## src/rtl/can_pkg.sv

```systemverilog
// Shared CAN definitions: field widths, bit levels and the transmit sequencer state encoding.
package can_pkg;

  localparam int unsigned CAN_ID_W     = 11;
  localparam int unsigned CAN_CRC_W    = 15;
  localparam int unsigned CAN_EOF_LEN  = 7;
  localparam int unsigned CAN_IFS_LEN  = 3;
  localparam int unsigned CAN_ARB_LEN  = CAN_ID_W + 1;
  localparam int unsigned CAN_CTRL_LEN = 6;

  localparam logic                 CAN_RECESSIVE = 1'b1;
  localparam logic [CAN_CRC_W-1:0] CAN_CRC_POLY  = 15'h4599;

  typedef enum logic [3:0] {
    StIdle,
    StSof,
    StArb,
    StCtrl,
    StData,
    StCrc,
    StCrcDel,
    StAck,
    StAckDel,
    StEof,
    StIfs
  } can_tx_state_e;

  // Bit-counter reload value on entry to a field; DATA is counted by the data index instead.
  function automatic logic [5:0] field_len(can_tx_state_e st);
    logic [5:0] len;
    case (st)
      StSof, StCrcDel, StAck, StAckDel: len = 6'd1;
      StArb:                            len = 6'(CAN_ARB_LEN);
      StCtrl:                           len = 6'(CAN_CTRL_LEN);
      StCrc:                            len = 6'(CAN_CRC_W);
      StEof:                            len = 6'(CAN_EOF_LEN);
      StIfs:                            len = 6'(CAN_IFS_LEN);
      default:                          len = 6'd0;
    endcase
    return len;
  endfunction

endpackage

```

## src/rtl/can_crc.sv

```systemverilog
// Serial CAN CRC-15 accumulator; one bit per enabled cycle, synchronous clear.
module can_crc
  import can_pkg::*;
(
  input  logic                 clk_i,
  input  logic                 rst_ni,
  input  logic                 crc_rst_i,
  input  logic                 en_i,
  input  logic                 data_i,
  output logic [CAN_CRC_W-1:0] crc_o
);

  logic [CAN_CRC_W-1:0] crc_d, crc_q;
  logic                 fb;

  always_comb begin
    crc_d = crc_q;
    fb    = data_i ^ crc_q[CAN_CRC_W-1];
    // Clear wins over a coincident SOF bit; a 0 bit into a zero CRC leaves it zero anyway.
    if (crc_rst_i) begin
      crc_d = '0;
    end else if (en_i) begin
      crc_d = {crc_q[CAN_CRC_W-2:0], 1'b0} ^ (fb ? CAN_CRC_POLY : '0);
    end
  end

  always_ff @(posedge clk_i) begin
    if (!rst_ni) begin
      crc_q <= '0;
    end else begin
      crc_q <= crc_d;
    end
  end

  assign crc_o = crc_q;

endmodule

```

## src/rtl/can_tx_frame_seq.sv

```systemverilog
// CAN 2.0A transmit frame sequencer: issues one unstuffed frame bit per bit tick, SOF to IFS.
module can_tx_frame_seq
  import can_pkg::*;
#(
  parameter int unsigned MAX_BYTES = 8
) (
  input  logic                 clk_can_i,
  input  logic                 rst_i,
  input  logic                 bit_tick_i,
  input  logic                 start_i,
  input  logic                 abort_i,
  input  logic [CAN_ID_W-1:0]  id_i,
  input  logic                 rtr_i,
  input  logic [3:0]           dlc_i,
  input  logic [63:0]          data_i,
  output logic                 busy_o,
  output logic                 done_o,
  output logic                 tx_bit_o,
  output logic                 stuff_en_o,
  output logic [CAN_CRC_W-1:0] crc_o
);

  can_tx_state_e        state_d, state_q, state_nxt;
  logic [5:0]           cnt_d, cnt_q, data_idx_d, data_idx_q;
  logic [CAN_ID_W-1:0]  id_d, id_q;
  logic                 rtr_d, rtr_q;
  logic [3:0]           dlc_d, dlc_q, nbytes_d, nbytes_q;
  logic [63:0]          data_d, data_q;
  logic [CAN_CRC_W-1:0] crc_sh_d, crc_sh_q, crc_hold_d, crc_hold_q, crc_val, crc_src;
  logic                 tx_bit_d, tx_bit_q, stuff_en_d, stuff_en_q;
  logic                 done_d, done_q, crc_rst_d, crc_rst_q;

  logic                 start_acc, issue, bit_b, crc_en, in_stuff, field_last, data_last;
  logic [3:0]           cnt_idx;
  logic [6:0]           data_bits;
  logic [11:0]          arb_vec;
  logic [5:0]           ctrl_vec;

  assign start_acc = start_i && (state_q == StIdle);
  assign issue     = bit_tick_i && (state_q != StIdle);
  assign cnt_idx   = cnt_q[3:0] - 4'd1;
  assign data_bits = {nbytes_q, 3'b000};
  assign data_last = ({1'b0, data_idx_q} == (data_bits - 7'd1));
  assign arb_vec   = {id_q, rtr_q};
  assign ctrl_vec  = {1'b0, 1'b0, dlc_q};
  // The first CRC bit reads the accumulator directly so back-to-back ticks still see it final.
  assign crc_src   = (cnt_q == 6'(CAN_CRC_W)) ? crc_val : crc_sh_q;

  can_crc u_can_crc (
    .clk_i     (clk_can_i),
    .rst_ni    (~rst_i),
    .crc_rst_i (crc_rst_q),
    .en_i      (crc_en),
    .data_i    (bit_b),
    .crc_o     (crc_val)
  );

  // State register
  always_ff @(posedge clk_can_i) begin
    if (rst_i) begin
      state_q <= StIdle;
    end else begin
      state_q <= state_d;
    end
  end

  // Next-state logic
  always_comb begin
    unique case (state_q)
      StSof:    state_nxt = StArb;
      StArb:    state_nxt = StCtrl;
      StCtrl:   state_nxt = (nbytes_q == 4'd0) ? StCrc : StData;
      StData:   state_nxt = StCrc;
      StCrc:    state_nxt = StCrcDel;
      StCrcDel: state_nxt = StAck;
      StAck:    state_nxt = StAckDel;
      StAckDel: state_nxt = StEof;
      StEof:    state_nxt = StIfs;
      default:  state_nxt = StIdle;
    endcase
    state_d = state_q;
    if (abort_i) begin
      state_d = StIdle;
    end else if (issue && field_last) begin
      state_d = state_nxt;
    end else if (start_acc) begin
      state_d = StSof;
    end
  end

  // Output logic: the bit to issue for the current field position
  always_comb begin
    bit_b      = CAN_RECESSIVE;
    in_stuff   = 1'b0;
    crc_en     = 1'b0;
    field_last = (cnt_q == 6'd1);
    unique case (state_q)
      StSof:   begin bit_b = 1'b0;                     in_stuff = 1'b1; crc_en = issue; end
      StArb:   begin bit_b = arb_vec[cnt_idx];         in_stuff = 1'b1; crc_en = issue; end
      StCtrl:  begin bit_b = ctrl_vec[cnt_idx[2:0]];   in_stuff = 1'b1; crc_en = issue; end
      StData: begin
        bit_b      = data_q[~data_idx_q];
        in_stuff   = 1'b1;
        crc_en     = issue;
        field_last = data_last;
      end
      StCrc:   begin bit_b = crc_src[CAN_CRC_W-1];     in_stuff = 1'b1; end
      default: ;
    endcase
    if (abort_i) begin
      crc_en = 1'b0;
    end
  end

  // Datapath next-state
  always_comb begin
    cnt_d      = cnt_q;
    data_idx_d = data_idx_q;
    id_d       = id_q;
    rtr_d      = rtr_q;
    dlc_d      = dlc_q;
    data_d     = data_q;
    nbytes_d   = nbytes_q;
    crc_sh_d   = crc_sh_q;
    crc_hold_d = crc_hold_q;
    tx_bit_d   = tx_bit_q;
    stuff_en_d = stuff_en_q;
    done_d     = 1'b0;
    crc_rst_d  = abort_i || start_acc;
    if (abort_i) begin
      tx_bit_d   = CAN_RECESSIVE;
      stuff_en_d = 1'b0;
    end else if (issue) begin
      tx_bit_d   = bit_b;
      stuff_en_d = in_stuff;
      if (state_q == StData) begin
        data_idx_d = data_idx_q + 6'd1;
      end else begin
        cnt_d = cnt_q - 6'd1;
      end
      if (state_q == StCrc) begin
        crc_sh_d = {crc_src[CAN_CRC_W-2:0], 1'b0};
      end
      if (field_last) begin
        cnt_d      = field_len(state_nxt);
        data_idx_d = '0;
        done_d     = (state_q == StIfs);
      end
    end else if (start_acc) begin
      cnt_d      = field_len(StSof);
      data_idx_d = '0;
      id_d       = id_i;
      rtr_d      = rtr_i;
      dlc_d      = dlc_i;
      data_d     = data_i;
      nbytes_d   = rtr_i ? 4'd0 : ((dlc_i > 4'(MAX_BYTES)) ? 4'(MAX_BYTES) : dlc_i);
    end
    if (!abort_i && (state_q == StCrc) && (cnt_q == 6'(CAN_CRC_W))) begin
      crc_hold_d = crc_val;
    end
  end

  always_ff @(posedge clk_can_i) begin
    if (rst_i) begin
      cnt_q      <= '0;
      data_idx_q <= '0;
      id_q       <= '0;
      rtr_q      <= 1'b0;
      dlc_q      <= '0;
      data_q     <= '0;
      nbytes_q   <= '0;
      crc_sh_q   <= '0;
      crc_hold_q <= '0;
      tx_bit_q   <= CAN_RECESSIVE;
      stuff_en_q <= 1'b0;
      done_q     <= 1'b0;
      crc_rst_q  <= 1'b0;
    end else begin
      cnt_q      <= cnt_d;
      data_idx_q <= data_idx_d;
      id_q       <= id_d;
      rtr_q      <= rtr_d;
      dlc_q      <= dlc_d;
      data_q     <= data_d;
      nbytes_q   <= nbytes_d;
      crc_sh_q   <= crc_sh_d;
      crc_hold_q <= crc_hold_d;
      tx_bit_q   <= tx_bit_d;
      stuff_en_q <= stuff_en_d;
      done_q     <= done_d;
      crc_rst_q  <= crc_rst_d;
    end
  end

  assign busy_o     = (state_q != StIdle);
  assign done_o     = done_q;
  assign tx_bit_o   = tx_bit_q;
  assign stuff_en_o = stuff_en_q;
  assign crc_o      = crc_hold_q;

endmodule
```

## config.mk

```make
export PLATFORM = sky130hd
export DESIGN_NAME = can_tx_frame_seq
export DESIGN_NICKNAME = d
export VERILOG_FILES = /design/src/rtl/can_pkg.sv /design/src/rtl/can_crc.sv /design/src/rtl/can_tx_frame_seq.sv
export SDC_FILE = /design/constraint.sdc
export NUM_CORES = 1
export LEC_CHECK = 0
export ABC_AREA = 1
export CAP_MARGIN = 20
export CORE_UTILIZATION = 49
export CTS_CLUSTER_DIAMETER = 150
export CTS_CLUSTER_SIZE = 10
export DETAILED_ROUTE_END_ITERATION = 6
export HOLD_SLACK_MARGIN = 0.12
export PLACE_DENSITY = 0.76
export SYNTH_ARGS = -nofsm -noshare
export SYNTH_HDL_FRONTEND = slang
export SYNTH_SLANG_ARGS = --single-unit
```

## constraint.sdc

```tcl
create_clock -name clk_can_i -period 2.3 [get_ports clk_can_i]
set_input_delay 0.345 -clock clk_can_i [delete_from_list [all_inputs] [get_ports clk_can_i]]
set_output_delay 0.345 -clock clk_can_i [all_outputs]
set_load 0.1 [all_outputs]
```

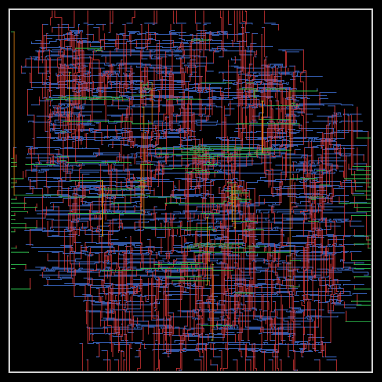
(images/layers.png)
Scale: 3 px per um.
M4 -> orange  # wire length 320 um
M3 -> green  # wire length 1070 um
M2 -> red  # wire length 7960 um
M1 -> blue  # wire length 8300 um

==> impl_summary.log <==
[flow] collecting metrics
[metrics] total via count in the routed design: 6662
[metrics] main area contributors: dfxtp_1 (43%), nor2_1 (11%), nand2_1 (10%)
[metrics] synth-to-layout area growth: 26.5%
[metrics] CTS tree: built
[metrics] met3 wire length: 1070 um
[metrics] relative contribution of the clock network to total power: 47.2%
[metrics] most frequent cell after synthesis: nor2_1
[metrics] Init Core Util: 51.2%
[metrics] number of setup buffers added after CTS: 0
[metrics] number of logged tool warnings: 32
[metrics] average cell area after synthesis: 7.04 um^2
[metrics] die extent in x: 121 um
[metrics] Vias per Instance: 5.29
[metrics] Max FO, Critical Path: 6
[metrics] post-synthesis cell type count: 41
[metrics] count of max-cap constraint violations: 0
[metrics] portion of the clock cycle consumed by the worst path in the final layout: 93.8%
[metrics] area post-placement: 0.00805 mm^2
[metrics] yosys stat cell total: 977
[metrics] XOR/XNOR share of the synthesized area: 0.891%
[metrics] maximum clock skew at final layout: 0.00786 ns
[metrics] transition time at the pin with the least slew margin: 0.481 ns
[metrics] sum of net half-perimeters after detailed placement: 11700 um
[metrics] top routing layer in use: met4
[metrics] fill cell count: 1220
[metrics] Slew Viols, Final: 0
[metrics] worst supply voltage drop on vdd: 0.490 mV
[metrics] AND/OR/NAND/NOR Cells, Area Fraction: 31.4%
[metrics] H-tree depth: 4
[metrics] power of the combinational group: 610 uW
[metrics] Clk Tree Root Cell: clkbuf_16
[metrics] power density of the placed cells: 726 mW/mm^2
[metrics] WL met2: 7960 um
[metrics] count of routing violations after the opening detailed-route iteration: 636
[metrics] Placement Rows: 42
[metrics] warning count from the yosys run: 0
[metrics] status: completed
[metrics] share of synthesized area spent on multiplexers: 0%
[metrics] first-pass detailed-route iteration total: 5
[metrics] wire length of the first global-routing pass: 30000 um
[metrics] arrival time of the worst setup path: 2.51 ns
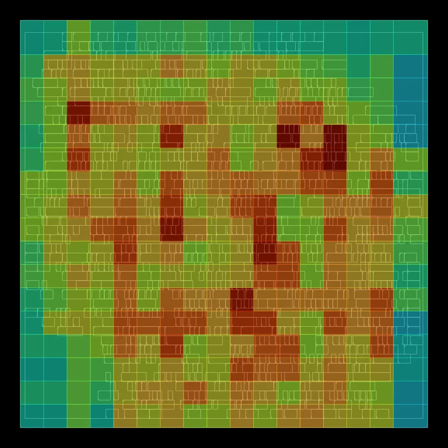
(images/congestion_map.png)
total routing usage reported by global routing: 26.0%
GR Layer Usage met2: 40.9%
met1 usage: 35.6%

-- layout make-up --
type	instances	area, um^2	share of cell area, %
clock buffer	21	470	5.40
clock inverter	11	173	1.98
inverter	65	253	2.90
multi-input combinational	714	3430	39.4
sequential	148	2970	34.1
tap	176	220	2.53
timing repair buffer	124	1190	13.7
-- final timing paths --
kind	slack, ns	start	depth (start not counted)	to
worst max-delay path	0.14	nbytes_q[0]	11	cnt_q[1]
worst min register to register	0.47	crc_o[0]	2	crc_o[0]
worst min-delay path	0.47	crc_o[0]	2	crc_o[0]
worst max register to register	0.14	nbytes_q[0]	11	cnt_q[1]
-- flip-flops by register name (all words and copies together), names as in the netlist --
name and flops:
state_q 4, id_q 11, crc_sh_q 14, cnt_q 6, stuff_en_o 1, crc_o 15
data_q 64, crc_rst_q 1, nbytes_q 4, done_o 1, data_idx_q 6, tx_bit_o 1
dlc_q 4, rtr_q 1, u_can_crc.crc_o 15
-- worst max-delay path, stage by stage, from the launching register on --
cell and delay [ns]:
dfxtp_2 0.36, inv_1 0.05, ha_1 0.21, xnor2_1 0.17, xor2_1 0.18, nand4_1 0.19, nand2_2 0.15, nand2_2 0.11
clkinv_2 0.10, nand2_1 0.09, or2_0 0.28, a31oi_1 0.19
-- through the flow --
step           total power, mW  setup TNS (ns)  setup WS (ns)  hold WS [ns]  instances
3_5_place_dp              3.38               0          0.137         0.454       1227
4_1_cts                   6.35               0         0.0677         0.462       1259
5_1_grt                   6.55         -0.0487        -0.0487         0.486       1259
3_3_place_gp              3.37               0          0.177         0.453       1227
6_report                  6.32               0          0.143         0.467       1259
2_1_floorplan             3.12               0          0.184         0.438        977
-- repair_timing --
action / 4_1_cts / 5_1_grt
setup endpoints to repair: 0 / 11
hold buffers: 0 / 0
gates resized: 0 / 8
Power figures rest on the tool's default switching activity, not on a simulated workload.
